**Power grid**

The bar under the picture is 20 um long. Pins as bars on the die edge.
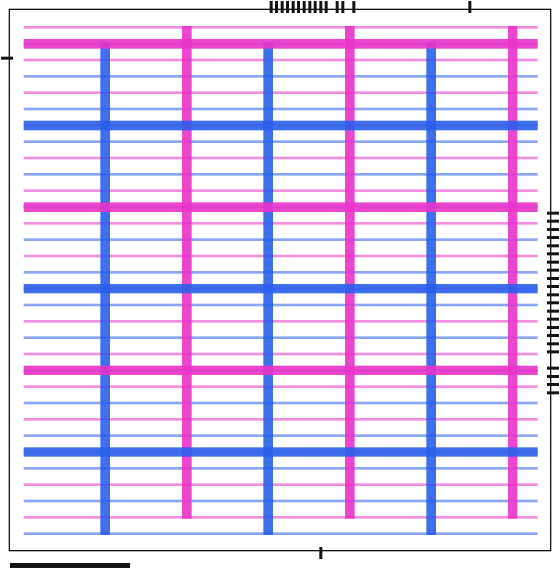
**Cell classes on the final placement**

The bar under the picture is 20 um long.
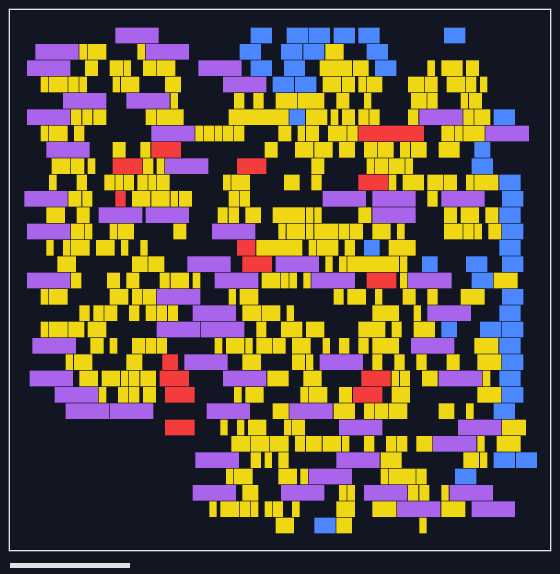
**Clock network drawn from the DEF**

The bar under the picture is 20 um long.
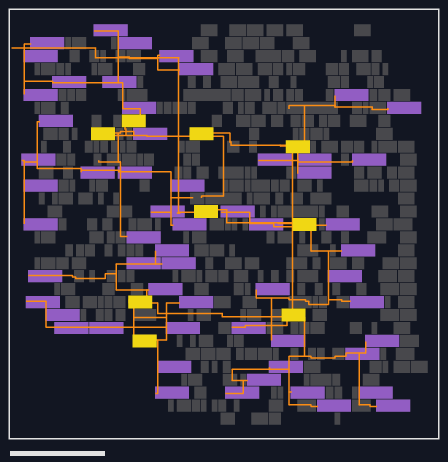
**Wiring by layer**

Two of the layers only.
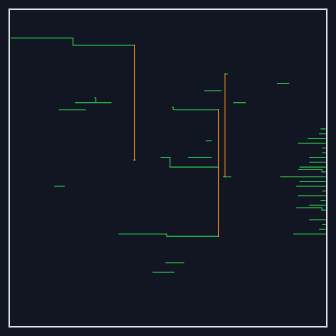
**Cell placement**

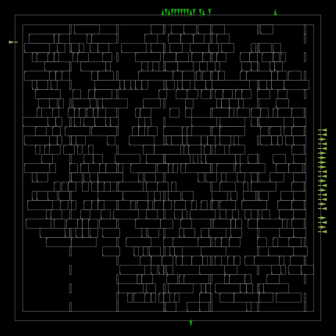
==> src/rtl/computie_bus_snooper_control_if.sv <==
// Host command/TX byte streams plus the snooper control and dump stream.
// master = the command sequencer, slave = host link and snooper side.
interface computie_bus_snooper_control_if;
    logic       cmd_valid;
    logic       cmd_ready;
    logic [7:0] cmd_data;
    logic       tx_valid;
    logic       tx_ready;
    logic [7:0] tx_data;
    logic       record_start;
    logic       record_end;
    logic       record_trigger;
    logic       dump_start;
    logic       dump_end;
    logic       snoop_valid;
    logic       snoop_ready;
    logic [7:0] snoop_data;
    logic       busy;
    logic       timed_out;

    modport master (
        input  cmd_valid, cmd_data, tx_ready, record_end, dump_end, snoop_valid, snoop_data,
        output cmd_ready, tx_valid, tx_data, record_start, record_trigger, dump_start,
               snoop_ready, busy, timed_out
    );

    modport slave (
        output cmd_valid, cmd_data, tx_ready, record_end, dump_end, snoop_valid, snoop_data,
        input  cmd_ready, tx_valid, tx_data, record_start, record_trigger, dump_start,
               snoop_ready, busy, timed_out
    );
endinterface

==> src/rtl/computie_bus_snooper_control.sv <==
// Command sequencer for the bus snooper: arms/triggers capture, frames the
// dump stream with a header and byte-count trailer, and answers status queries.
module computie_bus_snooper_control #(
    parameter int TIMEOUT_CYCLES = 1000000,
    parameter int TIMER_WIDTH    = 24
) (
    input  logic                           comm_clock,
    input  logic                           reset,
    computie_bus_snooper_control_if.master bus
);
    localparam logic [7:0] CMD_ARM     = 8'h52;
    localparam logic [7:0] CMD_TRIGGER = 8'h54;
    localparam logic [7:0] CMD_DUMP    = 8'h44;
    localparam logic [7:0] CMD_STATUS  = 8'h53;
    localparam logic [7:0] CMD_ABORT   = 8'h58;

    localparam bit                     TIMEOUT_EN = (TIMEOUT_CYCLES != 0);
    localparam logic [TIMER_WIDTH-1:0] TIMER_LAST =
        TIMER_WIDTH'(TIMEOUT_CYCLES > 0 ? TIMEOUT_CYCLES - 1 : 0);

    typedef enum logic [3:0] {
        IDLE, RECORD, WAIT_END, HDR, DUMP, TRL0, TRL1, STAT, ERR
    } state_t;

    state_t                 state;
    logic [TIMER_WIDTH-1:0] timer;
    logic [15:0]            byte_count;
    logic                   capture_valid;
    logic                   timed_out_q;
    logic                   record_start_q;
    logic                   record_trigger_q;
    logic                   dump_start_q;
    logic                   tx_valid_q;
    logic [7:0]             tx_data_q;

    logic cmd_fire;
    logic tx_fire;
    logic timeout_hit;

    assign cmd_fire    = bus.cmd_valid && bus.cmd_ready;
    assign tx_fire     = tx_valid_q && bus.tx_ready;
    assign timeout_hit = TIMEOUT_EN && (timer == TIMER_LAST);

    assign bus.cmd_ready      = (state == IDLE) || (state == RECORD) || (state == WAIT_END);
    assign bus.busy           = (state != IDLE);
    assign bus.record_start   = record_start_q;
    assign bus.record_trigger = record_trigger_q;
    assign bus.dump_start     = dump_start_q;
    assign bus.timed_out      = timed_out_q;

    // During DUMP the snooper stream passes straight through to the host link.
    assign bus.tx_valid    = (state == DUMP) ? bus.snoop_valid : tx_valid_q;
    assign bus.tx_data     = (state == DUMP) ? bus.snoop_data  : tx_data_q;
    assign bus.snoop_ready = (state == DUMP) && bus.tx_ready;

    always_ff @(posedge comm_clock) begin
        if (reset) begin
            state            <= IDLE;
            timer            <= '0;
            byte_count       <= '0;
            capture_valid    <= 1'b0;
            timed_out_q      <= 1'b0;
            record_start_q   <= 1'b0;
            record_trigger_q <= 1'b0;
            dump_start_q     <= 1'b0;
            tx_valid_q       <= 1'b0;
            tx_data_q        <= '0;
        end else begin
            record_trigger_q <= 1'b0;
            case (state)
                IDLE: begin
                    if (cmd_fire) begin
                        case (bus.cmd_data)
                            CMD_ARM: begin
                                state          <= RECORD;
                                record_start_q <= 1'b1;
                                capture_valid  <= 1'b0;
                                timed_out_q    <= 1'b0;
                                timer          <= '0;
                            end
                            CMD_DUMP: begin
                                state      <= capture_valid ? HDR : ERR;
                                tx_valid_q <= 1'b1;
                                tx_data_q  <= capture_valid ? 8'hA5 : 8'hEE;
                            end
                            CMD_STATUS: begin
                                state      <= STAT;
                                tx_valid_q <= 1'b1;
                                tx_data_q  <= {4'h5, capture_valid, timed_out_q, 2'b00};
                            end
                            default: ;
                        endcase
                    end
                end
                RECORD: begin
                    timer <= timer + 1'b1;
                    // A finished capture beats any trigger arriving in the same cycle.
                    if (bus.record_end) begin
                        state          <= IDLE;
                        record_start_q <= 1'b0;
                        capture_valid  <= 1'b1;
                    end else if (cmd_fire && bus.cmd_data == CMD_ABORT) begin
                        state          <= IDLE;
                        record_start_q <= 1'b0;
                    end else if ((cmd_fire && bus.cmd_data == CMD_TRIGGER) || timeout_hit) begin
                        state            <= WAIT_END;
                        record_trigger_q <= 1'b1;
                        if (timeout_hit) begin
                            timed_out_q <= 1'b1;
                        end
                    end
                end
                WAIT_END: begin
                    if (bus.record_end) begin
                        state          <= IDLE;
                        record_start_q <= 1'b0;
                        capture_valid  <= 1'b1;
                    end else if (cmd_fire && bus.cmd_data == CMD_ABORT) begin
                        state          <= IDLE;
                        record_start_q <= 1'b0;
                    end
                end
                HDR: begin
                    if (tx_fire) begin
                        state        <= DUMP;
                        byte_count   <= '0;
                        tx_valid_q   <= 1'b0;
                        dump_start_q <= 1'b1;
                    end
                end
                DUMP: begin
                    if (bus.snoop_valid && bus.tx_ready) begin
                        byte_count <= byte_count + 16'd1;
                    end
                    if (bus.dump_end && !bus.snoop_valid) begin
                        state        <= TRL0;
                        dump_start_q <= 1'b0;
                        tx_valid_q   <= 1'b1;
                        tx_data_q    <= byte_count[7:0];
                    end
                end
                TRL0: begin
                    if (tx_fire) begin
                        state     <= TRL1;
                        tx_data_q <= byte_count[15:8];
                    end
                end
                TRL1: begin
                    if (tx_fire) begin
                        state         <= IDLE;
                        tx_valid_q    <= 1'b0;
                        capture_valid <= 1'b0;
                    end
                end
                STAT, ERR: begin
                    if (tx_fire) begin
                        state      <= IDLE;
                        tx_valid_q <= 1'b0;
                    end
                end
                default: state <= IDLE;
            endcase
        end
    end
endmodule

==> src/flat_wrapper.sv <==
// flat-port wrapper written by rule: the top's interface ports become plain ports
module computie_bus_snooper_control_flat 
#(
    parameter int TIMEOUT_CYCLES = 1000000,
    parameter int TIMER_WIDTH    = 24
)
  (comm_clock, reset, bus_cmd_valid, bus_cmd_data, bus_tx_ready, bus_record_end, bus_dump_end, bus_snoop_valid, bus_snoop_data, bus_cmd_ready, bus_tx_valid, bus_tx_data, bus_record_start, bus_record_trigger, bus_dump_start, bus_snoop_ready, bus_busy, bus_timed_out);
  computie_bus_snooper_control_if bus_i ();
  input  logic comm_clock;
  input  logic reset;
  input wire logic [$bits(bus_i.cmd_valid)-1:0] bus_cmd_valid;
  input wire logic [$bits(bus_i.cmd_data)-1:0] bus_cmd_data;
  input wire logic [$bits(bus_i.tx_ready)-1:0] bus_tx_ready;
  input wire logic [$bits(bus_i.record_end)-1:0] bus_record_end;
  input wire logic [$bits(bus_i.dump_end)-1:0] bus_dump_end;
  input wire logic [$bits(bus_i.snoop_valid)-1:0] bus_snoop_valid;
  input wire logic [$bits(bus_i.snoop_data)-1:0] bus_snoop_data;
  output wire logic [$bits(bus_i.cmd_ready)-1:0] bus_cmd_ready;
  output wire logic [$bits(bus_i.tx_valid)-1:0] bus_tx_valid;
  output wire logic [$bits(bus_i.tx_data)-1:0] bus_tx_data;
  output wire logic [$bits(bus_i.record_start)-1:0] bus_record_start;
  output wire logic [$bits(bus_i.record_trigger)-1:0] bus_record_trigger;
  output wire logic [$bits(bus_i.dump_start)-1:0] bus_dump_start;
  output wire logic [$bits(bus_i.snoop_ready)-1:0] bus_snoop_ready;
  output wire logic [$bits(bus_i.busy)-1:0] bus_busy;
  output wire logic [$bits(bus_i.timed_out)-1:0] bus_timed_out;
  assign bus_i.cmd_valid = bus_cmd_valid;
  assign bus_i.cmd_data = bus_cmd_data;
  assign bus_i.tx_ready = bus_tx_ready;
  assign bus_i.record_end = bus_record_end;
  assign bus_i.dump_end = bus_dump_end;
  assign bus_i.snoop_valid = bus_snoop_valid;
  assign bus_i.snoop_data = bus_snoop_data;
  assign bus_cmd_ready = bus_i.cmd_ready;
  assign bus_tx_valid = bus_i.tx_valid;
  assign bus_tx_data = bus_i.tx_data;
  assign bus_record_start = bus_i.record_start;
  assign bus_record_trigger = bus_i.record_trigger;
  assign bus_dump_start = bus_i.dump_start;
  assign bus_snoop_ready = bus_i.snoop_ready;
  assign bus_busy = bus_i.busy;
  assign bus_timed_out = bus_i.timed_out;
  computie_bus_snooper_control #(.TIMEOUT_CYCLES(TIMEOUT_CYCLES), .TIMER_WIDTH(TIMER_WIDTH)) u_core (.comm_clock(comm_clock), .reset(reset), .bus(bus_i));
endmodule
==> config.mk <==
export PLATFORM = sky130hd
export DESIGN_NAME = computie_bus_snooper_control_flat
export DESIGN_NICKNAME = d
export VERILOG_FILES = /design/src/rtl/computie_bus_snooper_control_if.sv /design/src/rtl/computie_bus_snooper_control.sv /design/src/flat_wrapper.sv
export SDC_FILE = /design/constraint.sdc
export NUM_CORES = 1
export LEC_CHECK = 0
export CELL_PAD_IN_SITES_DETAIL_PLACEMENT = 0
export CELL_PAD_IN_SITES_GLOBAL_PLACEMENT = 1
export CORE_MARGIN = 2
export CORE_UTILIZATION = 45
export DETAILED_ROUTE_END_ITERATION = 10
export GPL_ROUTABILITY_DRIVEN = 1
export PLACE_DENSITY = 0.83
export SETUP_SLACK_MARGIN = 0.3
export SLEW_MARGIN = 40
export SYNTH_ARGS = -nofsm -noshare
export SYNTH_HDL_FRONTEND = slang
export SYNTH_SLANG_ARGS = --single-unit
export TNS_END_PERCENT = 100
==> constraint.sdc <==
create_clock -name comm_clock -period 4.7 [get_ports comm_clock]
set_input_delay 0.94 -clock comm_clock [delete_from_list [all_inputs] [get_ports comm_clock]]
set_output_delay 0.94 -clock comm_clock [all_outputs]
set_load 0.01 [all_outputs]
==> impl_results.rst <==
Physical design figures
=======================

.. list-table::
   :header-rows: 1

   * - Metric
     - Value
   * - # hold bufs at CTS
     - 0
   * - Startpoint Class
     - flip-flop
   * - Number of synthesized flops with an enable pin
     - 0
   * - Tightest Hold Check Type
     - reg -> reg
   * - Dominant cells by area after synthesis
     - dfxtp_1, xnor2_1, nor2_1
   * - Number of failing setup endpoints in the final timing report
     - 0
   * - Setup tns final
     - 0 ns
   * - Global-route wire length before repair
     - 13600 um
   * - Via count of the first global-routing pass
     - ~2800
   * - Fraction of the yosys area taken by sequential cells
     - approximately a third
   * - Number of levels the H-tree was split into
     - 3
   * - Max transition margin
     - 50.0%
   * - Post-route ant nets
     - 0
   * - Min Clock Period, post-route
     - around 3.7 ns
   * - Largest fanout on the critical path
     - 17
   * - Grt total ovfl
     - 0
   * - Layout Cell Area excl Fill
     - roughly 4000 um^2
   * - HPWL Detailed
     - 5670 um
   * - Port Buffers
     - 38
   * - Internal reg-to-reg setup slack
     - about 1.6 ns
   * - Maximum number of buffers from clock root to sink
     - 2
   * - Worst hold-check slack
     - around 0.48 ns
   * - Status
     - finished clean
   * - Leading area contributor after synthesis
     - dfxtp_1
   * - Most common flop cell mapped by yosys
     - dfxtp_1
   * - Pwr Density
     - approximately 410 nW/um^2
   * - Io pins
     - 39
   * - Critical Path AT
     - about 2.7 ns
   * - Reg-to-reg startpoint
     - u_core.state[2]
   * - Synth top area share
     - 34.9%
   * - Most numerous logic cell after layout
     - dfxtp_1
   * - DR DRC count
     - 0
## Picture notes: 'power grid'
Blue is VSS. Magenta is VDD.
6 straps on met4. 6 straps on met5. 39 signal pins sit on the boundary. 32 met1 rails follow the rows.
core outline area: 7210 um^2
Die X: 89.9 um
Die Ht: 89.9 um

## Picture notes: 'cell classes on the final placement'
Purple is registers, cells 58. Blue is remaining buffers and delay cells, cells 43. Red is clock drivers and dummy loads, cells 15. Yellow is remaining logic cells, cells 320.
flop share of the area: 29.1%
count of standard-cell rows: 31

## Picture notes: 'clock network drawn from the DEF'
Orange is clock wires, length 794 um. Yellow is clock-net drivers, count 9. Purple is flip-flops, count 58.
There are 10 routed clock nets. Position of the flops: widely spread.
insertion delay at the late pin of the worst-skew pair: 0.34 ns
power share of the clock group: 28.4%
Clock net power: 469 uW

## Picture notes: 'wiring by layer'
Orange is M4, wire length 97.9 um. Green is M3, wire length 260 um.
count of vias placed by the detailed router: 2996
overall routed net length: 7920 um
overall fraction of global-route tracks in use: 20.2%

## Picture notes: 'cell placement'
tap cells: 99
Final Util: 55.3%
Non-Filler Instances: 535
Layout fillers: 683

[through the flow]
stage,util (%),setup WS [ns],total power (uW),std cells
global route,55.3,0.865,1750,535
global placement,52.3,0.979,1180,520
detailed placement,52.3,0.807,1190,520
floorplan,-,1.72,988,401
finish,55.3,1.02,1650,535
CTS,55.1,0.766,1660,535
[area by class of cell]
cell class,count,area share (%)
Inverter,12,1.13
Clock buffer,11,3.79
Tap cell,99,3.10
Sequential cell,58,29.1
Clock inverter,4,1.29
Timing Repair Buffer,43,10.5
Multi-Input combinational cell,308,51.1
[worst min-delay path by stage]
stage | startpoint | to
finish | u_core.bus.dump_start | u_core.bus.dump_start
global route | u_core.tx_data_q[4] | u_core.tx_data_q[4]
CTS | u_core.tx_data_q[4] | u_core.tx_data_q[4]
detailed placement | u_core.tx_data_q[4] | u_core.tx_data_q[4]
global placement | u_core.bus.dump_start | u_core.bus.dump_start
floorplan | u_core.timer[19] | u_core.timer[19]
[synth_stat cells, types with 2 or more instances]
| cell | count |
|---|---|
| nand3_1 | 20 |
| dfxtp_1 | 58 |
| or3_1 | 7 |
| a211oi_1 | 11 |
| a2111oi_0 | 7 |
| mux2i_1 | 6 |
| buf_1 | 4 |
| o31ai_1 | 4 |
| a221oi_1 | 5 |
| clkbuf_1 | 12 |
| nand2b_1 | 2 |
| ha_1 | 5 |
| nor4b_1 | 8 |
| buf_2 | 6 |
| and3_1 | 8 |
| nor3_1 | 13 |
| nor3b_1 | 3 |
| nor4_1 | 6 |
| xor2_1 | 3 |
| o21ai_0 | 16 |
| nand4_1 | 9 |
| nor4b_2 | 2 |
| or4_1 | 4 |
| a31oi_1 | 5 |
| a21oi_1 | 21 |
| and4_1 | 3 |
| and2_1 | 2 |
| or2_2 | 2 |
| nand2_1 | 29 |
| inv_1 | 12 |
| nor2_1 | 47 |
| nor2b_1 | 3 |
| o211ai_1 | 3 |
| xnor2_1 | 26 |
| mux2_2 | 11 |
[sequential cells by signal, summed over array words and instances, names as in the netlist]
register	count
u_core.bus.dump_start	1
u_core.tx_valid_q	1
u_core.bus.timed_out	1
u_core.state	4
u_core.capture_valid	1
u_core.bus.record_trigger	1
u_core.bus.record_start	1
u_core.timer	24
u_core.byte_count	16
u_core.tx_data_q	8
[worst max-delay path, cell delays in order, from the launching register on]
cell	delay, ns
dfxtp_1	0.70
nor4b_4	0.58
buf_4	0.29
mux2_2	0.34
clkdlybuf4s50_1	0.48
[power by group]
part           internal (uW)  leakage, uW  total [uW]  switching, uW
sequential               542     0.000469         601           59.1
combinational            275     0.000704         582            306
clock                    271     0.000101         469            198
[cell families after synthesis]
group / synth area share (%)
and+or+nand+nor: 28.1
adders and majority gates: 2.18
xor gates and xnor gates: 7.64
AOI/OAI and AO/OA: 17.2
DFF: 34.9
muxes: 5.53
buffers and inverters: 4.40
[layer usage]
| layer | up-vias | track usage, % | routed length [um] |
|---|---|---|---|
| li1 | 1548 | - | - |
| met1 | 1387 | 26.6 | 3860 |
| met2 | 54 | 32.9 | 3700 |
| met3 | 7 | 4.11 | 259 |
| met4 | 0 | 7.44 | 97 |
| met5 | - | 0 | 0 |
Power and IR drop assume default switching activity.
